`config.mk`:
```
export PLATFORM = sky130hd
export DESIGN_NAME = cache_set_ctrl
export DESIGN_NICKNAME = d
export VERILOG_FILES = /design/src/rtl/cache_pkg.sv /design/src/rtl/cache_victim_sel.sv /design/src/rtl/cache_set_ctrl.sv
export SDC_FILE = /design/constraint.sdc
export NUM_CORES = 1
export LEC_CHECK = 0
export ABC_CLOCK_PERIOD_IN_PS = 7400
export CORE_ASPECT_RATIO = 0.75
export CORE_MARGIN = 5
export CORE_UTILIZATION = 25
export CTS_CLUSTER_SIZE = 16
export DETAILED_ROUTE_END_ITERATION = 12
export PLACE_DENSITY_LB_ADDON = 0.25
export REMOVE_ABC_BUFFERS = 1
export SYNTH_ARGS = -nofsm -noshare
export SYNTH_HDL_FRONTEND = slang
export SYNTH_SLANG_ARGS = --single-unit
```
`constraint.sdc`:
```
create_clock -name clk -period 7.4 [get_ports clk]
set_input_delay 0.74 -clock clk [delete_from_list [all_inputs] [get_ports clk]]
set_output_delay 0.74 -clock clk [all_outputs]
set_load 0.01 [all_outputs]
```
`src/rtl/cache_pkg.sv`:
```
// cache_pkg: shared defaults and controller state encoding for the 4-way cache set.
package cache_pkg;
    localparam int WAYS   = 4;
    localparam int ADDR_W = 32;
    localparam int DATA_W = 8;
    localparam int AGE_W  = 2;
    typedef enum logic [2:0] {IDLE, LOOKUP, MEM_RD, UPDATE, MEM_WR, RESP} state_t;
endpackage

```
`src/rtl/cache_victim_sel.sv`:
```
// cache_victim_sel: picks the hit way, else the lowest empty way, else the lowest oldest way.
module cache_victim_sel import cache_pkg::*; #(
    parameter int WAYS  = cache_pkg::WAYS,
    parameter int AGE_W = cache_pkg::AGE_W,
    localparam int IDX_W = $clog2(WAYS)
) (
    input  logic [WAYS-1:0]       hit_i,
    input  logic [WAYS-1:0]       empty_i,
    input  logic [WAYS*AGE_W-1:0] age_i,
    output logic [IDX_W-1:0]      target_o,
    output logic                  hit_o
);
    logic [AGE_W-1:0] max_age;
    logic [IDX_W-1:0] hit_idx, empty_idx, old_idx;

    // Descending scan so the lowest matching index is the one left standing.
    always_comb begin
        max_age   = '0;
        hit_idx   = '0;
        empty_idx = '0;
        old_idx   = '0;
        for (int i = 0; i < WAYS; i++)
            if (age_i[i*AGE_W +: AGE_W] > max_age) max_age = age_i[i*AGE_W +: AGE_W];
        for (int i = WAYS - 1; i >= 0; i--) begin
            if (hit_i[i]) hit_idx = IDX_W'(i);
            if (empty_i[i]) empty_idx = IDX_W'(i);
            if (age_i[i*AGE_W +: AGE_W] == max_age) old_idx = IDX_W'(i);
        end
    end

    assign hit_o    = |hit_i;
    assign target_o = hit_o ? hit_idx : (|empty_i ? empty_idx : old_idx);
endmodule

```
`src/rtl/cache_set_ctrl.sv`:
```
// cache_set_ctrl: write-through, write-allocate controller for one 4-way set.
// Optional CACHE_SET_STATS_EN adds saturating hit/miss counters.
module cache_set_ctrl import cache_pkg::*; #(
    parameter int WAYS   = cache_pkg::WAYS,
    parameter int ADDR_W = cache_pkg::ADDR_W,
    parameter int DATA_W = cache_pkg::DATA_W,
    parameter int AGE_W  = cache_pkg::AGE_W,
    localparam int IDX_W = $clog2(WAYS)
) (
    input  logic                   clk,
    input  logic                   rst_b,
    input  logic                   req_valid,
    output logic                   req_ready,
    input  logic                   req_write,
    input  logic [ADDR_W-1:0]      req_addr,
    input  logic [DATA_W-1:0]      req_wdata,
    output logic                   resp_valid,
    output logic [DATA_W-1:0]      resp_data,
    output logic                   resp_hit,
    output logic                   line_ready,
    output logic [ADDR_W-1:0]      line_addr,
    output logic [DATA_W-1:0]      line_wdata,
    output logic [WAYS-1:0]        line_try_read,
    output logic [WAYS-1:0]        line_try_write,
    output logic [WAYS-1:0]        line_reset_age,
    output logic [WAYS-1:0]        line_inc_age,
    input  logic [WAYS*DATA_W-1:0] way_data,
    input  logic [WAYS*AGE_W-1:0]  way_age,
    input  logic [WAYS-1:0]        way_hit,
    input  logic [WAYS-1:0]        way_empty,
    output logic                   mem_req,
    output logic                   mem_we,
    output logic [ADDR_W-1:0]      mem_addr,
    output logic [DATA_W-1:0]      mem_wdata,
    input  logic                   mem_ack,
    input  logic [DATA_W-1:0]      mem_rdata,
    output logic [15:0]            hit_count,
    output logic [15:0]            miss_count
);
    localparam logic [AGE_W-1:0] MAX_AGE = '1;

    state_t             state_q, state_d;
    logic [ADDR_W-1:0]  addr_q;
    logic [DATA_W-1:0]  data_q;
    logic               write_q, hit_q;
    logic [IDX_W-1:0]   target_q, sel_target;
    logic               sel_hit;
    logic [AGE_W-1:0]   tgt_age;

    cache_victim_sel #(.WAYS(WAYS), .AGE_W(AGE_W)) u_sel (
        .hit_i(way_hit), .empty_i(way_empty), .age_i(way_age),
        .target_o(sel_target), .hit_o(sel_hit)
    );

    always_comb begin
        state_d = state_q;
        case (state_q)
            IDLE:    state_d = req_valid ? LOOKUP : IDLE;
            LOOKUP:  state_d = (sel_hit || write_q) ? UPDATE : MEM_RD;
            MEM_RD:  state_d = mem_ack ? UPDATE : MEM_RD;
            UPDATE:  state_d = write_q ? MEM_WR : RESP;
            MEM_WR:  state_d = mem_ack ? RESP : MEM_WR;
            default: state_d = IDLE;
        endcase
    end

    // data_q holds write data, the filled line or the hit data, whichever the request needs.
    always_ff @(posedge clk) begin
        if (!rst_b) begin
            state_q  <= IDLE;
            addr_q   <= '0;
            data_q   <= '0;
            write_q  <= 1'b0;
            hit_q    <= 1'b0;
            target_q <= '0;
        end else begin
            state_q <= state_d;
            if (state_q == IDLE && req_valid) begin
                addr_q  <= req_addr;
                write_q <= req_write;
                data_q  <= req_wdata;
            end
            if (state_q == LOOKUP) begin
                target_q <= sel_target;
                hit_q    <= sel_hit;
                if (sel_hit && !write_q) data_q <= way_data[sel_target*DATA_W +: DATA_W];
            end
            if (state_q == MEM_RD && mem_ack) data_q <= mem_rdata;
        end
    end

    assign req_ready      = state_q == IDLE;
    assign line_ready     = state_q != IDLE;
    assign line_addr      = addr_q;
    assign line_wdata     = data_q;
    assign line_try_read  = state_q == LOOKUP ? '1 : '0;
    assign line_try_write = (state_q == UPDATE && (write_q || !hit_q)) ? WAYS'(1) << target_q : '0;
    assign line_reset_age = state_q == UPDATE ? WAYS'(1) << target_q : '0;
    assign tgt_age        = way_age[target_q*AGE_W +: AGE_W];

    // Ages are stable between LOOKUP and UPDATE, so the live values are still the old ones.
    always_comb begin
        line_inc_age = '0;
        for (int i = 0; i < WAYS; i++)
            line_inc_age[i] = state_q == UPDATE && i != int'(target_q) && !way_empty[i]
                && way_age[i*AGE_W +: AGE_W] != MAX_AGE
                && (!hit_q || way_empty[target_q] || way_age[i*AGE_W +: AGE_W] < tgt_age);
    end

    assign mem_req    = state_q == MEM_RD || state_q == MEM_WR;
    assign mem_we     = state_q == MEM_WR;
    assign mem_addr   = addr_q;
    assign mem_wdata  = data_q;
    assign resp_valid = state_q == RESP;
    assign resp_data  = resp_valid ? data_q : '0;
    assign resp_hit   = resp_valid & hit_q;

`ifdef CACHE_SET_STATS_EN
    logic [15:0] hit_cnt_q, miss_cnt_q;
    always_ff @(posedge clk) begin
        if (!rst_b) begin
            hit_cnt_q  <= '0;
            miss_cnt_q <= '0;
        end else if (state_q == RESP) begin
            if (hit_q && hit_cnt_q != 16'hFFFF) hit_cnt_q <= hit_cnt_q + 16'd1;
            if (!hit_q && miss_cnt_q != 16'hFFFF) miss_cnt_q <= miss_cnt_q + 16'd1;
        end
    end
    assign hit_count  = hit_cnt_q;
    assign miss_count = miss_cnt_q;
`else
    assign hit_count  = '0;
    assign miss_count = '0;
`endif
endmodule

```
### Metal 3, run 1

The bar under the picture is 50 um long.
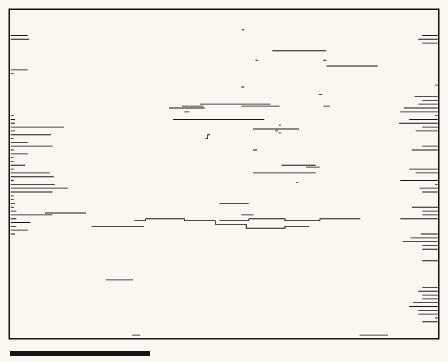
- main direction: horizontal
- wire length on this layer: 879 um
- nets with wire on the layer: 100
- longest straight run: 32.2 um

### Cells by drive strength, run 1

The bar under the picture is 50 um long.
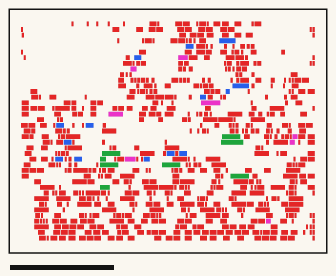
- blue: drive 2 (cells 14)
- magenta: drive 3 to 4 (cells 8)
- red: drive 1 or less (cells 637)
- green: drive 6 and up (cells 8)
Layout area overhead: 53.2%
Final Cell Area: 0.00583 sq mm
post-route setup slack: 1.34 ns
Non-clk bufs: 213

### Pin map, run 1

The bar under the picture is 50 um long. Pins as bars across the die edge, other pins in grey.
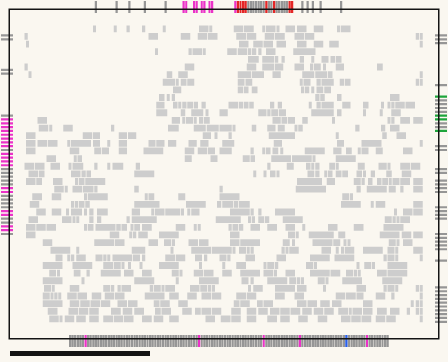
- blue: rst_b (pins 1; direction input; edge bottom)
- red: way_age (pins 8; direction input; edge top)
- green: line_reset_age (pins 4; direction output; edge right)
- magenta: way_data (pins 32; direction input; edge 18 left, 9 top, 5 bottom)
Die Ht: 117 um
die width: 152 um

==> reports/qor.csv, run 1 <==
metric,value,unit
drt initial violations,174,
"Reg clk slew, reported paths",0.07,ns
Reg-to-Reg End,line_wdata[7],
Routed Wire Length,14800,um
R2R depth,6,
slowest CP cell,a211oi_4,
clk sink count,47,
Port Buffer Count,210,
most used routing layer,met2,
Commonest Layout Cell,clkdlybuf4s50_1,
ys async rst share,0,%
dpl hpwl,12000,um
routed vias/inst,4.50,
max-cap check violation count,0,
Top-area cell share,24.7,%
tool warning count,29,
Final Non-Filler Cells,872,
"Cell Chain, Critical Path",clkdlybuf4s50_1 -> inv_1 -> ha_1 -> or4b_4 -> and2_4 -> nand2_1 -> ha_1 -> nor2b_1 -> or3_1 -> o21ai_1 -> inv_1 -> ha_1 -> nand2_1 -> o21a_1 -> or3_1 -> o2111ai_1 -> nand4bb_1 -> a211oi_4 -> mux2_4 -> o31ai_1,
WS Path Type,in2reg,
status,"finished, final reports clean",
Slew HR,19.9,%
Worst Tran Pin Value,1.19,ns
Post-Route Setup TNS,0,ns
hold endpoint,line_addr[13],
initial antenna violation count,0,
Max Fclk,165,MHz
# hold bufs at CTS,0,
-- run 1: worst max path at each step --
stage,slack [ns],to,depth (start not counted),start
final,1.34,line_wdata[7],20,way_age[2]
after global routing,0.82,line_wdata[7],20,way_age[2]
after detailed placement,1.04,line_wdata[4],20,way_age[3]
after global placement,1.22,line_wdata[7],20,way_age[2]
after CTS,1.34,line_wdata[7],20,way_age[2]
after floorplan,2.30,line_wdata[7],19,way_age[3]
-- run 1: flip-flops by register name, summed over array words and instances, names as in the netlist --
| register | flops |
|---|---|
| line_addr | 32 |
| target_q | 2 |
| line_wdata | 8 |
| state_q | 3 |
| write_q | 1 |
| hit_q | 1 |
-- run 1: kinds of logic (layout without fill, tap and decap cells) --
group / after synthesis / after routing / share of synthesized area, %
simple gates: 192 / 192 / 23.1
buf+inv: 121 / 245 / 19.4
compound gates: 120 / 120 / 22.7
flops: 47 / 47 / 24.7
fa+ha+maj: 14 / 14 / 4.60
mux: 12 / 12 / 4.21
xor+xnor: 5 / 5 / 1.15
other cells: 1 / 32 / 0.0985
-- run 1: metrics by stage --
stage / setup slack [ns] / util [%]
after floorplan: 2.30 / -
after global placement: 1.22 / 37.5
after detailed placement: 1.04 / 37.5
after CTS: 1.34 / 38.7
after global routing: 0.815 / 38.7
final: 1.34 / 38.7
-- run 1: area by class of cell --
cell class | count | area share [%]
Multi-Input combinational cell | 375 | 38.4
Timing Repair Buffer | 213 | 36.4
Sequential cell | 47 | 16.1
Tap cell | 205 | 4.40
Clock buffer | 6 | 2.38
Inverter | 24 | 1.54
Clock inverter | 2 | 0.665
-- run 1: report_power, final --
group          internal (mW)  total [mW]  leakage [nW]  switching (mW)
Clock                  0.170       0.276        0.0875           0.106
Sequential             0.315       0.391         0.386          0.0764
Combinational          0.365       0.711          1.75           0.345
Total                  0.850        1.38          2.22           0.528
==> run 2: changes to the inputs <==
Settings changed: ABC_CLOCK_PERIOD_IN_PS 7400 to 5330.
Clock period 7.4 ns to 5.33 ns, I/O delays scaled along.
### Cell outlines without signal wires, run 2

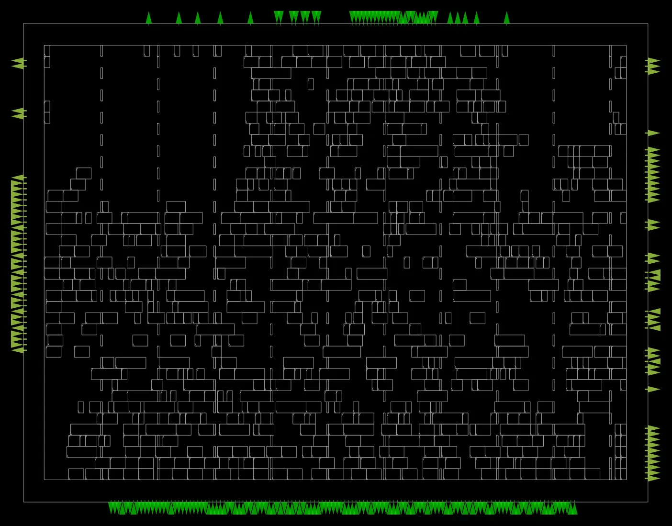
# rows: 39
Fillers: 1528
core area: 0.0151 sq mm
Final Non-Filler Cells: 891

==> run 2 against run 1 <==
Net effect: non-clock buffer count grew 19; synthesized cell count is the same; synthesized area is the same; register-to-register slack lost 2.1 ns; first-iteration DRC count grew 1.1%; worst setup slack lost 1.1 ns; clock skew grew 0.0021 ns; largest power group unchanged.
==> reports/qor.csv, run 2 <==
metric,value,unit
"Reg clk slew, reported paths",0.07,ns
WS Path Type,in2reg,
Layout area overhead,60.3,%
cell internal pwr,1.15,mW
Post-Route Setup TNS,0,ns
Largest register FFs,32,
Slew HR,20.3,%
slowest CP cell,or4b_4,
hold endpoint,line_addr[13],
R2R depth,6,
Combinational Power Share,54.5,%
Reg power frac,28.4,%
Port Buffer Count,210,
most used routing layer,met2,
Commonest Layout Cell,clkdlybuf4s50_1,
ys async rst share,0,%
Place WS,-0.260,ns
Reg-to-Reg End,line_wdata[7],
tool warning count,29,
Routed Wire Length,15300,um
Max Fclk,195,MHz
die width,152,um
initial antenna violation count,0,
# hold bufs at CTS,0,
Die Ht,117,um
crit path from,way_age[3],
status,"finished, final reports clean",
### Pin map, run 2

The bar under the picture is 50 um long. Pins as bars across the die edge, other pins in grey.
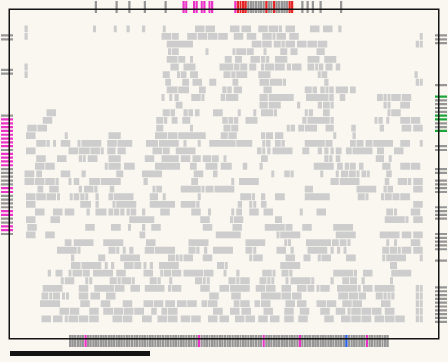
- green: line_reset_age (pins 4; direction output; edge right)
- blue: rst_b (pins 1; direction input; edge bottom)
- magenta: way_data (pins 32; direction input; edge 18 left, 9 top, 5 bottom)
- red: way_age (pins 8; direction input; edge top)
- all pins by edge: 124 bottom, 42 right, 41 top, 36 left

==> run 2: netlist changes by cell type in the layout (fill, tap and decap cells not counted), sizes merged <==
cell,before,now
buf,3,21
bufinv,1,0
inv,24,25
clkinv,1,2
==> run 2: cell families after synthesis <==
kind of cell    after synthesis  synth area share [%]
compound gates              120                  22.7
xor+xnor                      5                  1.15
fa+ha+maj                    14                  4.60
buf+inv                     121                  19.4
flops                        47                  24.7
mux                          12                  4.21
other cells                   1                0.0985
simple gates                192                  23.1
==> run 2: power by group through the flow <==
stage          Combinational (mW)  Sequential (mW)  Clock [mW]
5_1_grt                      1.13            0.557       0.351
3_5_place_dp                 1.02            0.551           0
4_1_cts                      1.02            0.544       0.338
2_1_floorplan               0.380            0.588           0
6_report                     1.04            0.542       0.328
3_3_place_gp                 1.00            0.548           0
==> run 2: worst max path at each step <==
stage	to	slack [ns]	depth (start not counted)
detailed placement	line_wdata[4]	-0.26	21
floorplan	line_wdata[7]	0.43	19
global placement	line_wdata[7]	-0.03	21
CTS	line_wdata[7]	0.004	21
finish	line_wdata[1]	0.21	21
global route	line_wdata[7]	0.002	22
==> run 2: cell type report <==
type | instances | share of cell area [%]
clock buffers | 5 | 2.05
repair buffers | 232 | 37.7
inverters | 24 | 1.48
flip-flops and latches | 47 | 15.4
multi-input cells | 375 | 38.8
well taps | 205 | 4.20
clock inverters | 3 | 0.369
==> run 2: per-stage QoR <==
stage | util, % | instance area, sq um
finish | 40.5 | 6100
global route | 40.5 | 6100
CTS | 39.3 | 5930
detailed placement | 38.3 | 5780
global placement | 38.3 | 5780
floorplan | - | 3270
==> run 2: timing repair <==
item / CTS / global route
buffers inserted: 0 / 3
resized: 0 / 23
endpoints found under the setup margin: 0 / 8
Power is estimated from default activity; no workload was simulated.
